Fig. 1: pin map
Pins as bars across the die edge, other pins in gray.
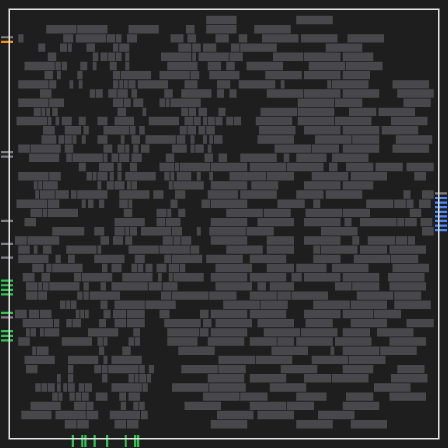
Fig. 2: clock network drawn from the DEF
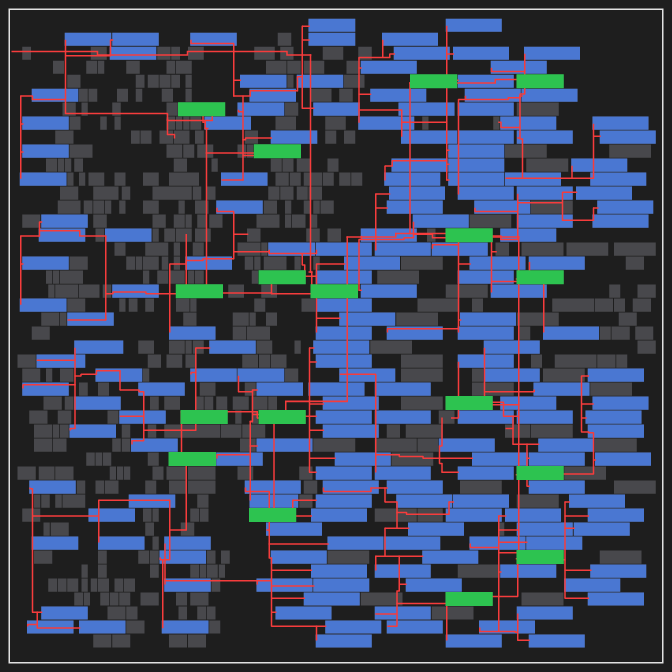
--- src/rtl/carfield_uart_line_monitor.sv ---
// UART 8N1 line monitor: 2-flop synchroniser, receive FSM, byte FIFO with a
// valid/ready output, newline counter, framing-error pulse and sticky overflow.
module carfield_uart_line_monitor #(
    parameter int unsigned ClksPerBit   = 1736,
    parameter int unsigned FifoDepth    = 16,
    parameter int unsigned LineCntWidth = 16
) (
    input  logic                    clk_i,
    input  logic                    rst_ni,
    input  logic                    rx_i,
    output logic [7:0]              byte_o,
    output logic                    byte_valid_o,
    input  logic                    byte_ready_i,
    output logic                    line_done_o,
    output logic [LineCntWidth-1:0] line_cnt_o,
    output logic                    frame_err_o,
    output logic                    overflow_o,
    input  logic                    clear_i
);

    localparam int unsigned CntW  = $clog2(ClksPerBit);
    localparam int unsigned AddrW = $clog2(FifoDepth);
    localparam logic [CntW-1:0]         HalfLoad = CntW'(ClksPerBit / 2 - 1);
    localparam logic [CntW-1:0]         FullLoad = CntW'(ClksPerBit - 1);
    localparam logic [CntW-1:0]         CntOne   = CntW'(1);
    localparam logic [AddrW:0]          PtrOne   = (AddrW + 1)'(1);
    localparam logic [LineCntWidth-1:0] LineOne  = LineCntWidth'(1);

    typedef enum logic [2:0] {
        ST_IDLE,
        ST_START,
        ST_DATA,
        ST_STOP,
        ST_BREAK
    } state_t;

    logic            rx_meta;
    logic            rx_s;
    state_t          state;
    logic [CntW-1:0] cnt;
    logic [2:0]      idx;
    logic [7:0]      shreg;

    logic [7:0]      mem [FifoDepth];
    logic [AddrW:0]  wptr;
    logic [AddrW:0]  rptr;
    logic            empty;
    logic            full;
    logic            push;
    logic            pop;
    logic            accept;
    logic            is_newline;

    // Two-flop synchroniser; idles high so reset does not look like a start bit
    always_ff @(posedge clk_i or negedge rst_ni) begin
        if (!rst_ni) begin
            rx_meta <= 1'b1;
            rx_s    <= 1'b1;
        end else begin
            rx_meta <= rx_i;
            rx_s    <= rx_meta;
        end
    end

    // Receive FSM: cnt is a down-counter, a sample is taken when it reaches zero
    always_ff @(posedge clk_i or negedge rst_ni) begin
        if (!rst_ni) begin
            state       <= ST_IDLE;
            cnt         <= '0;
            idx         <= '0;
            shreg       <= '0;
            frame_err_o <= 1'b0;
        end else begin
            frame_err_o <= 1'b0;
            case (state)
                ST_IDLE: begin
                    if (!rx_s) begin
                        state <= ST_START;
                        cnt   <= HalfLoad;
                    end
                end
                ST_START: begin
                    if (cnt == '0) begin
                        if (!rx_s) begin
                            state <= ST_DATA;
                            cnt   <= FullLoad;
                            idx   <= '0;
                        end else begin
                            state <= ST_IDLE;
                        end
                    end else begin
                        cnt <= cnt - CntOne;
                    end
                end
                ST_DATA: begin
                    if (cnt == '0) begin
                        shreg <= {rx_s, shreg[7:1]};
                        cnt   <= FullLoad;
                        if (idx == 3'd7) begin
                            state <= ST_STOP;
                        end else begin
                            idx <= idx + 3'd1;
                        end
                    end else begin
                        cnt <= cnt - CntOne;
                    end
                end
                ST_STOP: begin
                    if (cnt == '0) begin
                        if (rx_s) begin
                            state <= ST_IDLE;
                        end else begin
                            frame_err_o <= 1'b1;
                            state       <= ST_BREAK;
                        end
                    end else begin
                        cnt <= cnt - CntOne;
                    end
                end
                ST_BREAK: begin
                    if (rx_s) begin
                        state <= ST_IDLE;
                    end
                end
                default: state <= ST_IDLE;
            endcase
        end
    end

    // FIFO status, push/pop qualification and head-of-FIFO output
    always_comb begin
        push         = (state == ST_STOP) && (cnt == '0) && rx_s;
        empty        = (wptr == rptr);
        full         = (wptr[AddrW] != rptr[AddrW]) &&
                       (wptr[AddrW-1:0] == rptr[AddrW-1:0]);
        pop          = !empty && byte_ready_i;
        accept       = push && (!full || pop);
        is_newline   = (shreg == 8'h0A);
        byte_valid_o = !empty;
        byte_o       = empty ? '0 : mem[rptr[AddrW-1:0]];
    end

    // FIFO pointers with one wrap bit
    always_ff @(posedge clk_i or negedge rst_ni) begin
        if (!rst_ni) begin
            wptr <= '0;
            rptr <= '0;
        end else begin
            if (accept) begin
                wptr <= wptr + PtrOne;
            end
            if (pop) begin
                rptr <= rptr + PtrOne;
            end
        end
    end

    // FIFO storage; contents are only observable through the pointers
    always_ff @(posedge clk_i) begin
        if (accept) begin
            mem[wptr[AddrW-1:0]] <= shreg;
        end
    end

    // Newline pulse/counter and sticky overflow; clear wins over same-cycle updates
    always_ff @(posedge clk_i or negedge rst_ni) begin
        if (!rst_ni) begin
            line_done_o <= 1'b0;
            line_cnt_o  <= '0;
            overflow_o  <= 1'b0;
        end else begin
            line_done_o <= accept && is_newline;
            if (clear_i) begin
                line_cnt_o <= '0;
                overflow_o <= 1'b0;
            end else begin
                if (accept && is_newline) begin
                    line_cnt_o <= line_cnt_o + LineOne;
                end
                if (push && !accept) begin
                    overflow_o <= 1'b1;
                end
            end
        end
    end

endmodule

--- config.mk ---
export PLATFORM = sky130hd
export DESIGN_NAME = carfield_uart_line_monitor
export DESIGN_NICKNAME = d
export VERILOG_FILES = /design/src/rtl/carfield_uart_line_monitor.sv
export SDC_FILE = /design/constraint.sdc
export NUM_CORES = 1
export LEC_CHECK = 0
export CELL_PAD_IN_SITES_DETAIL_PLACEMENT = 0
export CELL_PAD_IN_SITES_GLOBAL_PLACEMENT = 1
export CORE_UTILIZATION = 51
export DETAILED_ROUTE_END_ITERATION = 8
export PLACE_DENSITY_LB_ADDON = 0.1
export SETUP_SLACK_MARGIN = 0.3
export SYNTH_ARGS = -nofsm -noshare
export SYNTH_HDL_FRONTEND = slang
export SYNTH_SLANG_ARGS = --single-unit
--- constraint.sdc ---
create_clock -name clk_i -period 3.6 [get_ports clk_i]
set_input_delay 0.54 -clock clk_i [delete_from_list [all_inputs] [get_ports clk_i]]
set_output_delay 0.54 -clock clk_i [all_outputs]
set_load 0.005 [all_outputs]
==> notes.md <==
Entry: Yosys synthesis followed by OpenROAD place and route.

Synthesis:
- The run gives the count of cell types in the netlist as 58.
- The most used flip-flop cell after synthesis is edfxtp_1.
- The run gives the cell count in the Yosys report as a little over 500.
- The run puts the part of the Yosys area used for sequential elements at 66.14%.
- The run gives the number of enable-type register cells in the synthesized netlist as roughly 130.
- The run gives the top-area cell type share of the netlist area as between 40 and 50%.
- The net count after synthesis is ~530.
- The run gives the number of synthesized register bits as ~180.
- Yosys attributes the largest share of cell area to edfxtp_1 48%, dfrtp_1 17%, mux4_2 11%, ha_1 1.6%, xnor2_1 1.5%.

Finish:
- Of the total standard cell area in the layout, the sequential portion is between 50% and 60%.
- Counting the fill cells in the layout gives roughly 1200.

Global routing:
- The global routing report lists combined usage of all routing layers as between 20% and 30%.

Detailed routing:
- The run puts the violation count after the first detailed-routing iteration at roughly 330.
- The run gives the total number of vias as between 4000 and 5000.
- In the final routing, the length of wire on met1 measures slightly above 7 mm.

Worst setup path:
- The run gives the delay of the slowest cell on the worst path as roughly 0.53 ns.
- The run gives the kind of critical path as reg2out.
- The run gives the data required time of the critical path as roughly 3 ns.
- The run gives the beginning of the critical path as rptr[0].
- The run gives the most frequent cell on the critical path as mux4_2.

Power and ir drop:
- The run gives the total power per unit cell area as a little over 500 nW/um^2.
- The run puts the clock power share at 37.5%.

Floorplan:
- The run gives the horizontal die dimension as around 130 um.
- The run puts the die height at around 130 um.

CTS:
- The run gives the clock latency of the later-clocked register in the worst-skew pair as ~0.43 ns.
- Counting the buffers created by CTS gives 17.

STA:
- The run gives the post-layout minimum cycle time as around 3.2 ns.
- Looking at the max-slew report, the worst-margin pin has a slew of ~0.84 ns.

Status:
- The flow ran to the end, and the final reports show no timing, DRC or antenna violations.
Notes on Fig. 1 above:
Blue shows `byte_o`, pins 8, direction output, edge east. Green shows `line_cnt_o`, pins 16, direction output, edge 8 west, 8 south. Orange shows `rst_ni`, pins 1, direction input, edge west.

Notes on Fig. 2 above:
Blue shows flip-flops, count 184. Green shows cells driving clock nets, count 17. Red shows clock wires, length 2050 um.
Position of the flops: spread over the die.

==> what timing repair did <==
item | CTS | global route
endpoints found under the setup margin | 8 | 8
gates resized | 0 | 2
setup buffers | 1 | 0
==> logic make-up after synthesis <==
family	Yosys count	share of synthesized area [%]
fa+ha+maj	10	1.577
compound gates	76	6.340
flops	184	66.14
mux	51	12.88
buf+inv	40	1.971
simple gates	135	9.431
xor+xnor	15	1.656
==> power groups by stage <==
stage / clock network [mW] / logic [mW] / registers (mW)
6_report: 1.77 / 0.653 / 2.31
5_1_grt: 1.88 / 0.708 / 2.31
4_1_cts: 1.80 / 0.657 / 2.30
3_5_place_dp: 0 / 0.635 / 2.36
3_3_place_gp: 0 / 0.625 / 2.36
2_1_floorplan: 0 / 0.479 / 2.34
Power is estimated from default activity; no workload was simulated.
